### config.mk
export PLATFORM = sky130hd
export DESIGN_NAME = vdp_vram_arbiter
export DESIGN_NICKNAME = d
export VERILOG_FILES = /design/src/rtl/vdp_pkg.sv /design/src/rtl/vdp_sat_counter.sv /design/src/rtl/vdp_vram_prio_sel.sv /design/src/rtl/vdp_vram_arbiter.sv
export SDC_FILE = /design/constraint.sdc
export NUM_CORES = 1
export LEC_CHECK = 0
export CAP_MARGIN = 30
export CORE_ASPECT_RATIO = 1.25
export CORE_MARGIN = 3
export CORE_UTILIZATION = 43
export CTS_BUF_LIST = sky130_fd_sc_hd__clkbuf_4 sky130_fd_sc_hd__clkbuf_8
export CTS_CLUSTER_DIAMETER = 80
export CTS_CLUSTER_SIZE = 24
export DETAILED_ROUTE_END_ITERATION = 7
export GPL_ROUTABILITY_DRIVEN = 1
export PLACE_DENSITY_LB_ADDON = 0.08
export SYNTH_ARGS = -nofsm -noshare
export SYNTH_HDL_FRONTEND = slang
export SYNTH_SLANG_ARGS = --single-unit
### constraint.sdc
create_clock -name clk -period 2.2 [get_ports clk]
set_input_delay 0.22 -clock clk [delete_from_list [all_inputs] [get_ports clk]]
set_output_delay 0.22 -clock clk [all_outputs]
set_load 0.03 [all_outputs]
### src/rtl/vdp_pkg.sv
// Shared VDP types: VRAM requester identifiers and VRAM arbiter FSM states.
package vdp_pkg;

  localparam int VRAM_ADDR_W = 14;
  localparam int VRAM_DATA_W = 8;

  typedef enum logic [1:0] {
    REQ_NONE = 2'd0,
    REQ_SPR  = 2'd1,
    REQ_BG   = 2'd2,
    REQ_CPU  = 2'd3
  } vram_req_t;

  typedef enum logic [1:0] {
    ARB_IDLE   = 2'd0,
    ARB_ACCESS = 2'd1,
    ARB_RETURN = 2'd2
  } vram_arb_state_t;

endpackage

### src/rtl/vdp_sat_counter.sv
// Saturating up-counter with synchronous clear; clear beats increment.
module vdp_sat_counter #(
  parameter int W   = 5,
  parameter int MAX = 16
) (
  input  logic         clk,
  input  logic         rst_L,
  input  logic         clr,
  input  logic         inc,
  output logic [W-1:0] count
);

  always_ff @(posedge clk or negedge rst_L) begin
    if (!rst_L)                          count <= '0;
    else if (clr)                        count <= '0;
    else if (inc && (count != W'(MAX)))  count <= count + W'(1);
  end

endmodule

### src/rtl/vdp_vram_prio_sel.sv
// Combinational VRAM winner select: spr > bg > cpu, CPU first when forced.
module vdp_vram_prio_sel
  import vdp_pkg::*;
(
  input  logic      spr_req,
  input  logic      bg_req,
  input  logic      cpu_req,
  input  vram_req_t mask,
  input  logic      cpu_force,
  output vram_req_t win
);

  logic spr_ok, bg_ok, cpu_ok;

  assign spr_ok = spr_req && (mask != REQ_SPR);
  assign bg_ok  = bg_req  && (mask != REQ_BG);
  assign cpu_ok = cpu_req && (mask != REQ_CPU);

  always_comb begin
    win = REQ_NONE;
    if (cpu_force && cpu_ok) win = REQ_CPU;
    else if (spr_ok)         win = REQ_SPR;
    else if (bg_ok)          win = REQ_BG;
    else if (cpu_ok)         win = REQ_CPU;
  end

endmodule

### src/rtl/vdp_vram_arbiter.sv
// Single-port VRAM arbiter: sprite, background and CPU share one byte access
// per two cycles; a starved CPU request is forced through after CPU_MAX_WAIT.
module vdp_vram_arbiter
  import vdp_pkg::*;
#(
  parameter int ADDR_W       = VRAM_ADDR_W,
  parameter int DATA_W       = VRAM_DATA_W,
  parameter int CPU_MAX_WAIT = 16
) (
  input  logic              clk,
  input  logic              rst_L,
  input  logic              spr_req,
  input  logic [ADDR_W-1:0] spr_addr,
  output logic              spr_ack,
  input  logic              bg_req,
  input  logic [ADDR_W-1:0] bg_addr,
  output logic              bg_ack,
  input  logic              cpu_req,
  input  logic              cpu_we,
  input  logic [ADDR_W-1:0] cpu_addr,
  input  logic [DATA_W-1:0] cpu_wdata,
  output logic              cpu_ack,
  output logic [DATA_W-1:0] rdata,
  output logic [ADDR_W-1:0] vram_addr,
  output logic              vram_we,
  output logic [DATA_W-1:0] vram_wdata,
  input  logic [DATA_W-1:0] vram_rdata,
  output logic              busy
);

  localparam int WAIT_W = $clog2(CPU_MAX_WAIT + 1);

  vram_arb_state_t   state, state_nxt;
  vram_req_t         win, owner, mask;
  logic              arb_en, grant, cpu_force;
  logic              wait_clr, wait_inc;
  logic [WAIT_W-1:0] cpu_wait;
  logic [ADDR_W-1:0] lat_addr;
  logic              lat_we;
  logic [DATA_W-1:0] lat_wdata;

  vdp_vram_prio_sel u_prio (
    .spr_req   (spr_req),
    .bg_req    (bg_req),
    .cpu_req   (cpu_req),
    .mask      (mask),
    .cpu_force (cpu_force),
    .win       (win)
  );

  assign cpu_force = (cpu_wait == WAIT_W'(CPU_MAX_WAIT));
  assign grant     = arb_en && (win != REQ_NONE);

  always_ff @(posedge clk or negedge rst_L) begin
    if (!rst_L) state <= ARB_IDLE;
    else        state <= state_nxt;
  end

  // RETURN is also an arbitration point, with the just-served requester masked.
  always_comb begin
    state_nxt = state;
    arb_en    = 1'b0;
    mask      = REQ_NONE;
    unique case (state)
      ARB_IDLE: begin
        arb_en = 1'b1;
        if (win != REQ_NONE) state_nxt = ARB_ACCESS;
      end
      ARB_ACCESS: state_nxt = ARB_RETURN;
      ARB_RETURN: begin
        arb_en    = 1'b1;
        mask      = owner;
        state_nxt = (win != REQ_NONE) ? ARB_ACCESS : ARB_IDLE;
      end
      default: state_nxt = ARB_IDLE;
    endcase
  end

  // Owner drops to NONE when the FSM goes idle so the wait counter runs freely.
  always_ff @(posedge clk or negedge rst_L) begin
    if (!rst_L) begin
      owner     <= REQ_NONE;
      lat_addr  <= '0;
      lat_we    <= 1'b0;
      lat_wdata <= '0;
    end else if (grant) begin
      owner  <= win;
      lat_we <= (win == REQ_CPU) && cpu_we;
      unique case (win)
        REQ_SPR: lat_addr <= spr_addr;
        REQ_BG:  lat_addr <= bg_addr;
        default: lat_addr <= cpu_addr;
      endcase
      if (win == REQ_CPU) lat_wdata <= cpu_wdata;
    end else if (state == ARB_RETURN) begin
      owner <= REQ_NONE;
    end
  end

  assign wait_clr = !cpu_req || (grant && (win == REQ_CPU));
  assign wait_inc = cpu_req && (owner != REQ_CPU);

  vdp_sat_counter #(
    .W   (WAIT_W),
    .MAX (CPU_MAX_WAIT)
  ) u_cpu_wait (
    .clk   (clk),
    .rst_L (rst_L),
    .clr   (wait_clr),
    .inc   (wait_inc),
    .count (cpu_wait)
  );

  assign busy       = (state != ARB_IDLE);
  assign vram_addr  = lat_addr;
  assign vram_wdata = lat_wdata;
  assign vram_we    = (state == ARB_ACCESS) && lat_we;
  assign spr_ack    = (state == ARB_RETURN) && (owner == REQ_SPR);
  assign bg_ack     = (state == ARB_RETURN) && (owner == REQ_BG);
  assign cpu_ack    = (state == ARB_RETURN) && (owner == REQ_CPU);
  assign rdata      = (state == ARB_RETURN) ? vram_rdata : '0;

endmodule

Figure 1. Congestion heat map.
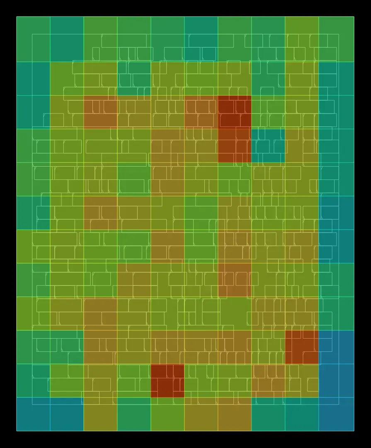
GRT Total Usage: 20.7%
Layout Utilization: 70.8%
WL/cell: 15.2 um
busiest grt layer: met2

Figure 2. Nets reached from selected ports.
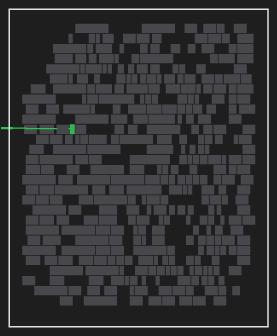
| port | colour | direction | edge | end cells | buffers | wire |
|---|---|---|---|---|---|---|
| `cpu_we` | green | input | west | 1 | 1 | 13.0 um |
I/O Buffers: 98
Top Ports: 99

==> flow_metrics.py <==
# Metrics from the implementation run
metrics = {
    "status": {
        "status": "complete, no violations",
    },
    "critical_path": {
        "crit_buf_inv": 1,
        "crit_path_max_fanout": 10,
        "rr_startpoint": "state[0]$_DFFE_PN0P_",
    },
    "final_layout": {
        "final-nonclk-buf-share_pct": 33.2,
        "nClkBuffers": 7,
        "finalNonFillerCells": 405,
        "logic_area_um2": 1190,
    },
    "power": {
        "seq-power_uw": 1070,
        "pg_comb_uw": 2100,
        "ir_worst_vdd_v": 0.000797,
    },
    "sta": {
        "skew_ns": 0.00337,
        "setup_tns_ns": 0,
        "slew_headroom_pct": 52.8,
    },
    "logic_synthesis": {
        "ff_type": "dfrtp_1",
        "mux_area_share_pct": 11.5,
        "ys_warn_count": 0,
    },
    "drt": {
        "drcViolationCount": 0,
    },
    "global_route": {
        "antenna_found_initial": 0,
    },
    "clock_tree": {
        "clockBufferDepth": 2,
    },
}
Figure 3. Cell density map.
7 x 9 tiles, from white (low) to dark blue (high), 0 to 100% covered.
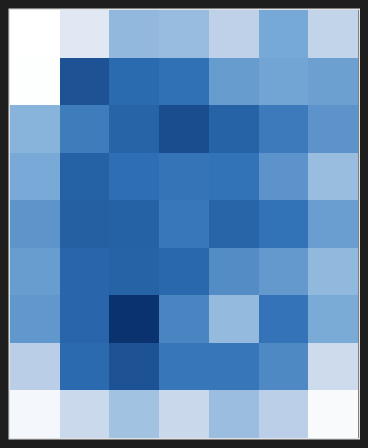
nearly empty tiles: 3.2%
densest ninth of the die: centre
fullest tile: 99%
mean over tiles: 56%

-- worst reg2reg max path: stages, from the launching register on --
cell	delay, ns
dfrtp_1	0.49
nand4bb_1	0.28
buf_12	0.21
and3_1	0.19
a311oi_1	0.32
o22ai_1	0.15
mux2_2	0.28
-- placed cells by master, fill, tap and decap left out, types with 3 or more instances in the layout --
cell,count
buf_4,11
and2_1,9
inv_1,20
nor2b_1,4
nand4bb_1,3
nand2_1,18
buf_12,3
and3_1,27
xor2_1,3
o22ai_1,15
mux2_2,22
clkbuf_8,7
dlymetal6s2s_1,7
clkdlybuf4s50_1,88
nor2_1,8
nand3_1,5
a21oi_1,21
dfrtp_1,31
nor3_1,13
-- sequential cells by signal, summed over array words and instances (netlist names) --
name	cells
owner	2
vram_wdata	8
u_cpu_wait.count	5
vram_addr	14
state	2
lat_we	1
No activity file was given, so power comes from the tool's default toggle rates.
